--- src/rtl/motor_sequencer_if.sv ---
// Command channel into motor_sequencer: direction/duty qualified by a valid/ready handshake.
interface motor_sequencer_if #(
    parameter int PWM_BITS = 8
) ();
    logic                cmd_valid;
    logic                cmd_ready;
    logic [1:0]          cmd_dir;
    logic [PWM_BITS-1:0] cmd_duty;

    modport master (output cmd_valid, output cmd_dir, output cmd_duty, input cmd_ready);
    modport slave  (input cmd_valid, input cmd_dir, input cmd_duty, output cmd_ready);
endinterface

--- src/rtl/motor_sequencer.sv ---
// H-bridge sequencer: PWM generation, STBY wake/sleep and drain + brake dead-time before reversal.
// Optional macro MOTOR_RAMP_EN: duty_cur slews 1 LSB per RAMP_PERIODS PWM periods instead of jumping.
module motor_sequencer #(
    parameter int PWM_BITS     = 8,
    parameter int WAKE_CYCLES  = 1000,
    parameter int DEAD_CYCLES  = 500,
    parameter int IDLE_TIMEOUT = 1000000,
    parameter int RAMP_PERIODS = 4
) (
    input  logic                clk,
    input  logic                n_rst,
    motor_sequencer_if.slave    cmd,
    input  logic                estop,
    output logic [3:0]          drv,
    output logic                busy,
    output logic [PWM_BITS-1:0] duty_cur
);
    localparam logic [1:0] DIR_COAST = 2'b00;
    localparam logic [1:0] DIR_FWD   = 2'b01;
    localparam logic [1:0] DIR_REV   = 2'b10;
    localparam logic [1:0] DIR_BRAKE = 2'b11;

    localparam int WAKE_W = $clog2(WAKE_CYCLES + 1);
    localparam int DEAD_W = $clog2(DEAD_CYCLES + 1);
    localparam int IDLE_W = $clog2(IDLE_TIMEOUT + 1);

    localparam logic [WAKE_W-1:0] WAKE_LAST = WAKE_W'(WAKE_CYCLES - 1);
    localparam logic [WAKE_W-1:0] WAKE_SAT  = WAKE_W'(WAKE_CYCLES);
    localparam logic [DEAD_W-1:0] DEAD_LAST = DEAD_W'(DEAD_CYCLES - 1);
    localparam logic [DEAD_W-1:0] DEAD_SAT  = DEAD_W'(DEAD_CYCLES);
    localparam logic [IDLE_W-1:0] IDLE_LAST = IDLE_W'(IDLE_TIMEOUT - 1);
    localparam logic [IDLE_W-1:0] IDLE_SAT  = IDLE_W'(IDLE_TIMEOUT);

    if (PWM_BITS < 1 || WAKE_CYCLES < 1 || DEAD_CYCLES < 1 ||
        IDLE_TIMEOUT < 1 || RAMP_PERIODS < 1) begin : g_param_check
        $error("motor_sequencer: every parameter must be at least 1");
    end

    typedef enum logic [2:0] {
        ST_STANDBY,
        ST_WAKE,
        ST_IDLE,
        ST_RUN,
        ST_DRAIN,
        ST_DEAD
    } state_t;

    state_t              state_q, state_d;
    logic [PWM_BITS-1:0] cnt_q, cnt_d;
    logic [PWM_BITS-1:0] duty_cur_q, duty_cur_d;
    logic [PWM_BITS-1:0] target_q, target_d;
    logic [PWM_BITS-1:0] pend_duty_q, pend_duty_d;
    // dir_q is the active run direction, and after a stop the last one (00 = none)
    logic [1:0]          dir_q, dir_d;
    logic [1:0]          pend_dir_q, pend_dir_d;
    logic                brake_q, brake_d;
    logic [WAKE_W-1:0]   wake_tmr_q, wake_tmr_d;
    logic [DEAD_W-1:0]   dead_tmr_q, dead_tmr_d;
    logic [IDLE_W-1:0]   idle_tmr_q, idle_tmr_d;
    logic [3:0]          drv_q, drv_d;
    logic                busy_q, busy_d;
    logic                cmd_ready_q, cmd_ready_d;

    logic                wrap;
    logic                accept;
    logic                cmd_is_run;
    logic                pend_is_run;
    logic                pwm_d;
    logic [PWM_BITS-1:0] drain_duty;

`ifdef MOTOR_RAMP_EN
    localparam int RAMP_W = $clog2(RAMP_PERIODS + 1);
    localparam logic [RAMP_W-1:0] RAMP_LAST = RAMP_W'(RAMP_PERIODS - 1);
    logic [RAMP_W-1:0] ramp_cnt_q, ramp_cnt_d;
    logic              ramp_tick;
`endif

    assign wrap        = (cnt_q == {PWM_BITS{1'b1}});
    // estop beats a coincident handshake, so the command is simply never taken
    assign accept      = cmd.cmd_valid && cmd_ready_q && !estop;
    assign cmd_is_run  = (cmd.cmd_dir == DIR_FWD) || (cmd.cmd_dir == DIR_REV);
    assign pend_is_run = (pend_dir_q == DIR_FWD) || (pend_dir_q == DIR_REV);

`ifdef MOTOR_RAMP_EN
    assign ramp_tick = wrap && (ramp_cnt_q == RAMP_LAST);
`endif

    always_comb begin
        state_d     = state_q;
        cnt_d       = cnt_q + PWM_BITS'(1);
        duty_cur_d  = duty_cur_q;
        target_d    = target_q;
        pend_duty_d = pend_duty_q;
        dir_d       = dir_q;
        pend_dir_d  = pend_dir_q;
        brake_d     = brake_q;
        wake_tmr_d  = wake_tmr_q;
        dead_tmr_d  = dead_tmr_q;
        idle_tmr_d  = idle_tmr_q;
        drain_duty  = '0;
`ifdef MOTOR_RAMP_EN
        ramp_cnt_d  = ramp_tick ? '0 : (wrap ? ramp_cnt_q + RAMP_W'(1) : ramp_cnt_q);
        if (ramp_tick && duty_cur_q != '0) begin
            drain_duty = duty_cur_q - PWM_BITS'(1);
        end else begin
            drain_duty = duty_cur_q;
        end
`endif

        case (state_q)
            ST_STANDBY: begin
                if (accept) begin
                    if (cmd_is_run) begin
                        state_d    = ST_WAKE;
                        dir_d      = cmd.cmd_dir;
                        target_d   = cmd.cmd_duty;
                        wake_tmr_d = '0;
                    end else begin
                        state_d    = ST_IDLE;
                        brake_d    = (cmd.cmd_dir == DIR_BRAKE);
                        idle_tmr_d = '0;
                    end
                end
            end
            ST_WAKE: begin
                if (wake_tmr_q == WAKE_LAST) begin
                    state_d    = ST_RUN;
                    duty_cur_d = '0;
                end else if (wake_tmr_q != WAKE_SAT) begin
                    wake_tmr_d = wake_tmr_q + WAKE_W'(1);
                end
            end
            ST_IDLE: begin
                if (accept) begin
                    idle_tmr_d = '0;
                    if (cmd_is_run) begin
                        brake_d = 1'b0;
                        if (dir_q == DIR_COAST || dir_q == cmd.cmd_dir) begin
                            state_d    = ST_RUN;
                            dir_d      = cmd.cmd_dir;
                            target_d   = cmd.cmd_duty;
                            duty_cur_d = '0;
                        end else begin
                            state_d     = ST_DEAD;
                            pend_dir_d  = cmd.cmd_dir;
                            pend_duty_d = cmd.cmd_duty;
                            dead_tmr_d  = '0;
                        end
                    end else begin
                        brake_d = (cmd.cmd_dir == DIR_BRAKE);
                    end
                end else if (idle_tmr_q == IDLE_LAST) begin
                    state_d = ST_STANDBY;
                    dir_d   = DIR_COAST;
                    brake_d = 1'b0;
                end else if (idle_tmr_q != IDLE_SAT) begin
                    idle_tmr_d = idle_tmr_q + IDLE_W'(1);
                end
            end
            ST_RUN: begin
                if (accept) begin
                    if (cmd.cmd_dir == dir_q) begin
                        target_d = cmd.cmd_duty;
                    end else begin
                        state_d     = ST_DRAIN;
                        pend_dir_d  = cmd.cmd_dir;
                        pend_duty_d = cmd.cmd_duty;
                    end
                end
`ifdef MOTOR_RAMP_EN
                if (ramp_tick) begin
                    if (duty_cur_q < target_q) begin
                        duty_cur_d = duty_cur_q + PWM_BITS'(1);
                    end else if (duty_cur_q > target_q) begin
                        duty_cur_d = duty_cur_q - PWM_BITS'(1);
                    end
                end
`else
                if (wrap) begin
                    duty_cur_d = target_q;
                end
`endif
            end
            ST_DRAIN: begin
                // leave on the period boundary that lands duty at zero, never mid-pulse
                if (wrap) begin
                    duty_cur_d = drain_duty;
                    if (drain_duty == '0) begin
                        if (pend_is_run) begin
                            state_d    = ST_DEAD;
                            dead_tmr_d = '0;
                        end else begin
                            state_d    = ST_IDLE;
                            brake_d    = (pend_dir_q == DIR_BRAKE);
                            idle_tmr_d = '0;
                        end
                    end
                end
            end
            ST_DEAD: begin
                if (dead_tmr_q == DEAD_LAST) begin
                    state_d    = ST_RUN;
                    dir_d      = pend_dir_q;
                    target_d   = pend_duty_q;
                    duty_cur_d = '0;
                end else if (dead_tmr_q != DEAD_SAT) begin
                    dead_tmr_d = dead_tmr_q + DEAD_W'(1);
                end
            end
            default: begin
                state_d = ST_STANDBY;
            end
        endcase

        if (estop) begin
            state_d     = ST_IDLE;
            duty_cur_d  = '0;
            target_d    = '0;
            pend_dir_d  = DIR_COAST;
            pend_duty_d = '0;
            dir_d       = DIR_COAST;
            brake_d     = 1'b0;
            idle_tmr_d  = '0;
            wake_tmr_d  = '0;
            dead_tmr_d  = '0;
        end

`ifdef MOTOR_RAMP_EN
        if (state_d == ST_RUN && state_q != ST_RUN) begin
            ramp_cnt_d = '0;
        end
`endif

        // Outputs are computed from next-state values so the registered pins line up with cnt_q.
        pwm_d = (cnt_d < duty_cur_d);
        case (state_d)
            ST_STANDBY: drv_d = 4'b0000;
            ST_WAKE:    drv_d = 4'b0001;
            ST_IDLE:    drv_d = brake_d ? 4'b1111 : 4'b0011;
            ST_RUN,
            ST_DRAIN:   drv_d = {dir_d[0], dir_d[1], pwm_d, 1'b1};
            ST_DEAD:    drv_d = 4'b1111;
            default:    drv_d = 4'b0000;
        endcase
        if (estop) begin
            drv_d = 4'b1111;
        end
        busy_d      = (state_d == ST_WAKE) || (state_d == ST_DRAIN) || (state_d == ST_DEAD);
        cmd_ready_d = !estop &&
                      ((state_d == ST_STANDBY) || (state_d == ST_IDLE) || (state_d == ST_RUN));
    end

    always_ff @(posedge clk or posedge n_rst) begin
        if (n_rst) begin
            state_q     <= ST_STANDBY;
            cnt_q       <= '0;
            duty_cur_q  <= '0;
            target_q    <= '0;
            pend_duty_q <= '0;
            dir_q       <= DIR_COAST;
            pend_dir_q  <= DIR_COAST;
            brake_q     <= 1'b0;
            wake_tmr_q  <= '0;
            dead_tmr_q  <= '0;
            idle_tmr_q  <= '0;
            drv_q       <= 4'b0000;
            busy_q      <= 1'b0;
            cmd_ready_q <= 1'b1;
`ifdef MOTOR_RAMP_EN
            ramp_cnt_q  <= '0;
`endif
        end else begin
            state_q     <= state_d;
            cnt_q       <= cnt_d;
            duty_cur_q  <= duty_cur_d;
            target_q    <= target_d;
            pend_duty_q <= pend_duty_d;
            dir_q       <= dir_d;
            pend_dir_q  <= pend_dir_d;
            brake_q     <= brake_d;
            wake_tmr_q  <= wake_tmr_d;
            dead_tmr_q  <= dead_tmr_d;
            idle_tmr_q  <= idle_tmr_d;
            drv_q       <= drv_d;
            busy_q      <= busy_d;
            cmd_ready_q <= cmd_ready_d;
`ifdef MOTOR_RAMP_EN
            ramp_cnt_q  <= ramp_cnt_d;
`endif
        end
    end

    assign drv           = drv_q;
    assign busy          = busy_q;
    assign duty_cur      = duty_cur_q;
    assign cmd.cmd_ready = cmd_ready_q;
endmodule

--- src/flat_wrapper.sv ---
// flat-port wrapper written by rule: the top's interface ports become plain ports
module motor_sequencer_flat 
#(
    parameter int PWM_BITS     = 8,
    parameter int WAKE_CYCLES  = 1000,
    parameter int DEAD_CYCLES  = 500,
    parameter int IDLE_TIMEOUT = 1000000,
    parameter int RAMP_PERIODS = 4
)
  (clk, n_rst, estop, drv, busy, duty_cur, cmd_cmd_valid, cmd_cmd_dir, cmd_cmd_duty, cmd_cmd_ready);
  motor_sequencer_if #(.PWM_BITS(PWM_BITS)) cmd_i ();
  input  logic clk;
  input  logic n_rst;
  input  logic estop;
  output logic [3:0] drv;
  output logic busy;
  output logic [PWM_BITS-1:0] duty_cur;
  input wire logic [$bits(cmd_i.cmd_valid)-1:0] cmd_cmd_valid;
  input wire logic [$bits(cmd_i.cmd_dir)-1:0] cmd_cmd_dir;
  input wire logic [$bits(cmd_i.cmd_duty)-1:0] cmd_cmd_duty;
  output wire logic [$bits(cmd_i.cmd_ready)-1:0] cmd_cmd_ready;
  assign cmd_i.cmd_valid = cmd_cmd_valid;
  assign cmd_i.cmd_dir = cmd_cmd_dir;
  assign cmd_i.cmd_duty = cmd_cmd_duty;
  assign cmd_cmd_ready = cmd_i.cmd_ready;
  motor_sequencer #(.PWM_BITS(PWM_BITS), .WAKE_CYCLES(WAKE_CYCLES), .DEAD_CYCLES(DEAD_CYCLES), .IDLE_TIMEOUT(IDLE_TIMEOUT), .RAMP_PERIODS(RAMP_PERIODS)) u_core (.clk(clk), .n_rst(n_rst), .cmd(cmd_i), .estop(estop), .drv(drv), .busy(busy), .duty_cur(duty_cur));
endmodule
--- config.mk ---
export PLATFORM = sky130hd
export DESIGN_NAME = motor_sequencer_flat
export DESIGN_NICKNAME = d
export VERILOG_FILES = /design/src/rtl/motor_sequencer_if.sv /design/src/rtl/motor_sequencer.sv /design/src/flat_wrapper.sv
export SDC_FILE = /design/constraint.sdc
export NUM_CORES = 1
export LEC_CHECK = 0
export ABC_AREA = 1
export CAP_MARGIN = 15
export CELL_PAD_IN_SITES_DETAIL_PLACEMENT = 0
export CELL_PAD_IN_SITES_GLOBAL_PLACEMENT = 2
export CORE_MARGIN = 2
export CORE_UTILIZATION = 30
export DETAILED_ROUTE_END_ITERATION = 10
export PLACE_DENSITY_LB_ADDON = 0.05
export REMOVE_ABC_BUFFERS = 1
export SYNTH_ARGS = -nofsm -noshare
export SYNTH_HDL_FRONTEND = slang
export SYNTH_SLANG_ARGS = --single-unit
--- constraint.sdc ---
create_clock -name clk -period 7 [get_ports clk]
set_input_delay 2.1 -clock clk [delete_from_list [all_inputs] [get_ports clk]]
set_output_delay 2.1 -clock clk [all_outputs]
set_load 0.02 [all_outputs]
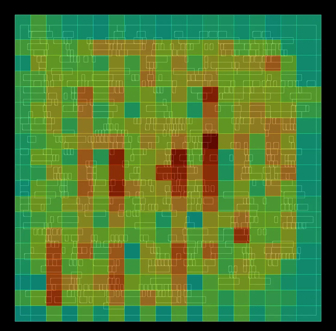
(routing congestion map)
GRT Max-Usage Layer: met2
routing usage on met1: 0.2408
DR WL/cell: 15.21 µm
Total GRT Usage: 0.1634
grt met3 use: 0.02140

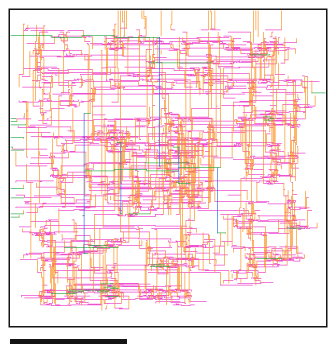
(signal wires by layer)
Scale bar: 50 µm.
[green] met3 | wire length: 382 µm
[orange] met2 | wire length: 6060 µm
[blue] met4 | wire length: 188 µm
[magenta] met1 | wire length: 7240 µm
vias after detailed routing: 4356
WL final: 13.87 mm

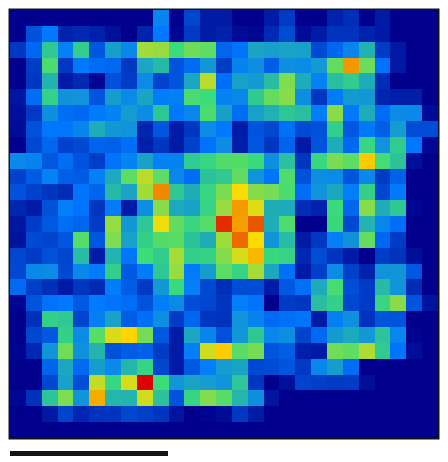
(wire density map)
Scale bar: 50 µm. The die is cut into 27 by 27 equal tiles; dark blue is low, red is high, scaled to the fullest tile. Values are wire area over tile area, all layers added.
densest ninth of the die: center
mean over tiles: 0.12
tiles over half the peak: 12%

==> impl_metrics.csv <==
group,metric,value,unit
clock_network,htreeDepth,3,
pwr,power,1.599,mW
cells_and_area,n_antenna_cell,0,
final_timing,rsz0062_at_grt,"false",
clock_network,root_buffer,"clkbuf_16",
global_routing,grt_overflow,0,
final_timing,fin_skew,6.177,ps
worst_setup_path,critPathKind,"primary input to register",
global_routing,grt_pass1_wl,23.18,mm
pwr,ir_drop,0.0001360,V
final_timing,finalSetupTns,0,ps
worst_setup_path,cp-start-kind,"primary input",
clock_network,path_clk_slew,60,ps
yosys,top_area_frac,0.4077,
hold_path,hold_path_depth,1,
clock_network,cts_made_buffers,9,
final_timing,slew_violations,0,
final_timing,post-route-min-period,4892,ps
cells_and_area,drive_gt1_frac,0.09249,
worst_setup_path,critical_path_required,7220,ps
yosys,top_cells_by_area,"dfrtp_1, nand2_1, inv_1, ha_1, nor2_1",
die,die_y,135.1,µm
die,rows,47,
cells_and_area,fillers,1772,
final_timing,hold_slack,499.5,ps
die,die_w,135.1,µm
detailed_routing,firstDrtPassIters,5,
final_timing,finalSetupViolCount,0,
yosys,edf_count,0,
global_routing,grt_max_degree,48,
pwr,swShare,0.3451,
cells_and_area,area_growth_syn_to_layout,15.77,%
pwr,powerDensity,267.8,nW/µm²
global_routing,grt_pass1_vias,4397,
yosys,async_reset_ff_frac,1.000,
worst_setup_path,ff2ff_setup_slack,4080,ps
clock_network,clock.latency.late_pin,340,ps
run_status,status,"completed",
yosys,synthCells,659,
flow_run,warnings,29,
clock_network,postCtsHoldBufs,0,
placed_design,dp_hpwl,10.14,mm
cells_and_area,stdcell_count,912,
flow_run,drv_cap,0,
detailed_routing,drt-vias-per-instance,4.776,
cells_and_area,fin_nets,720,
hold_path,min_path_type,"register to register",
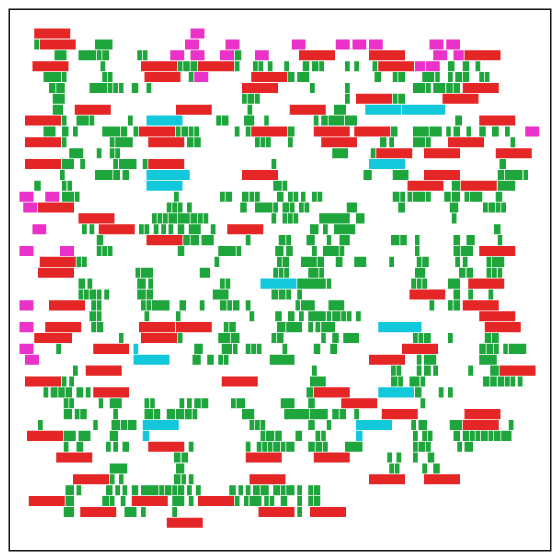
(placement by cell class)
[red] flip-flops | cells: 85
[green] all other logic | cells: 563
[magenta] other buffers and delay cells | cells: 29
[cyan] clock drivers and dummy loads | cells: 15

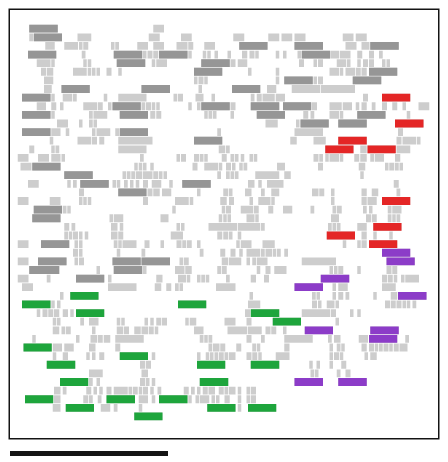
(sequential cells colored by netlist name)
Scale bar: 50 µm. Other sequential cells in the stronger gray, the rest of the logic in the fainter gray.
[purple] `u_core.wake_tmr_q` | flops: 10
[green] `u_core.idle_tmr_q` | flops: 20
[red] `u_core.dead_tmr_q` | flops: 9
not colored: 46
Flop area: 2128 µm²
P_seq: 0.609 mW
flop share of the area: 0.3565

[area by class of cell]
class	instances	area, µm²	share of cell area
tap	220	275.3	0.04611
timing repair buffer	29	285.3	0.04779
sequential	85	2128	0.3565
multi-input combinational	451	2519	0.4219
clock inverter	5	100.1	0.01677
inverter	112	432.9	0.07252
clock buffer	10	229.0	0.03836
[power by group through the flow]
stage / clock network, mW / logic [mW] / registers [mW]
2_1_floorplan: 0 / 0.295 / 0.615
3_3_place_gp: 0 / 0.454 / 0.617
3_5_place_dp: 0 / 0.449 / 0.616
4_1_cts: 0.566 / 0.453 / 0.609
5_1_grt: 0.586 / 0.505 / 0.618
6_report: 0.544 / 0.446 / 0.609
[per-stage QoR]
stage / cell area [µm²] / utilization
floorplan: 5079 / -
global placement: 5640 / 0.3377
detailed placement: 5640 / 0.3377
CTS: 5969 / 0.3574
global route: 5969 / 0.3574
finish: 5969 / 0.3574
[final timing paths]
kind	startpoint	to
worst max-delay path	estop	u_core.pend_duty_q[5]
worst min-delay path	u_core.cnt_q[0]	u_core.cnt_q[0]
worst min register to register	u_core.cnt_q[0]	u_core.cnt_q[0]
max in group asynchronous	n_rst	u_core.brake_q
min in group asynchronous	n_rst	u_core.cnt_q[6]
worst max register to register	u_core.state_q[1]	u_core.drv[1]
[registers in the layout, indices dropped and copies added, names as in the netlist]
signal,flops
u_core.idle_tmr_q,20
u_core.wake_tmr_q,10
u_core.dead_tmr_q,9
u_core.cnt_q,8
u_core.duty_cur,8
u_core.pend_duty_q,8
u_core.target_q,8
u_core.drv,4
u_core.state_q,3
u_core.dir_q,2
u_core.pend_dir_q,2
u_core.brake_q,1
u_core.busy,1
u_core.cmd.cmd_ready,1
[cell families (layout without fill, tap and decap cells)]
group / Yosys count / count (layout) / share of synthesized area
AND-OR/OR-AND: 118 / 118 / 0.1386
XOR/XNOR: 17 / 17 / 0.02888
adder cells (fa/ha/maj): 18 / 18 / 0.04368
buffers and inverters: 123 / 156 / 0.09876
flip-flops: 85 / 85 / 0.4128
multiplexers: 3 / 3 / 0.006551
AND/OR/NAND/NOR: 295 / 295 / 0.2708
[layer usage]
metal / global-route usage / vias up / part of all wire
li1: - / 2218 / -
met1: 0.2408 / 2055 / 0.52
met2: 0.2456 / 71 / 0.44
met3: 0.02140 / 12 / 0.027
met4: 0.05729 / 0 / 0.014
met5: 0 / - / 0
[synthesized netlist by cell type, drive strengths merged (2+ instances only)]
cell type    n
ha          18
inv        111
a31oi        5
nor4         3
nand4       18
nor2        65
a21oi       39
nand3       42
nand2      145
nor3        17
xor2        17
o221ai       4
dfrtp       84
and3         3
o21a         2
o21ai       46
a211oi       2
clkbuf       2
o2111ai      9
mux2         3
o211ai       3
buf          9
[cell usage in the layout, fill, tap and decap left out, drive strengths merged, types with 4 or more instances in the layout]
cell type      count
o21ai             46
xor2              17
clkbuf            10
a31oi              5
nand3             42
inv              110
nor2              65
o2111ai            9
clkinv             4
nand2            145
o221ai             4
a21oi             39
nor3              17
ha                18
clkdlybuf4s50     27
dfrtp             84
nand4             18
[worst max-delay path, cell delays in order]
cell and delay (ps):
clkdlybuf4s50_1 450, buf_4 350, inv_1 540, nand2_1 310, nor2_1 120, nor4_4 810
mux2_2 420
No activity file was given, so power comes from the tool's default toggle rates.
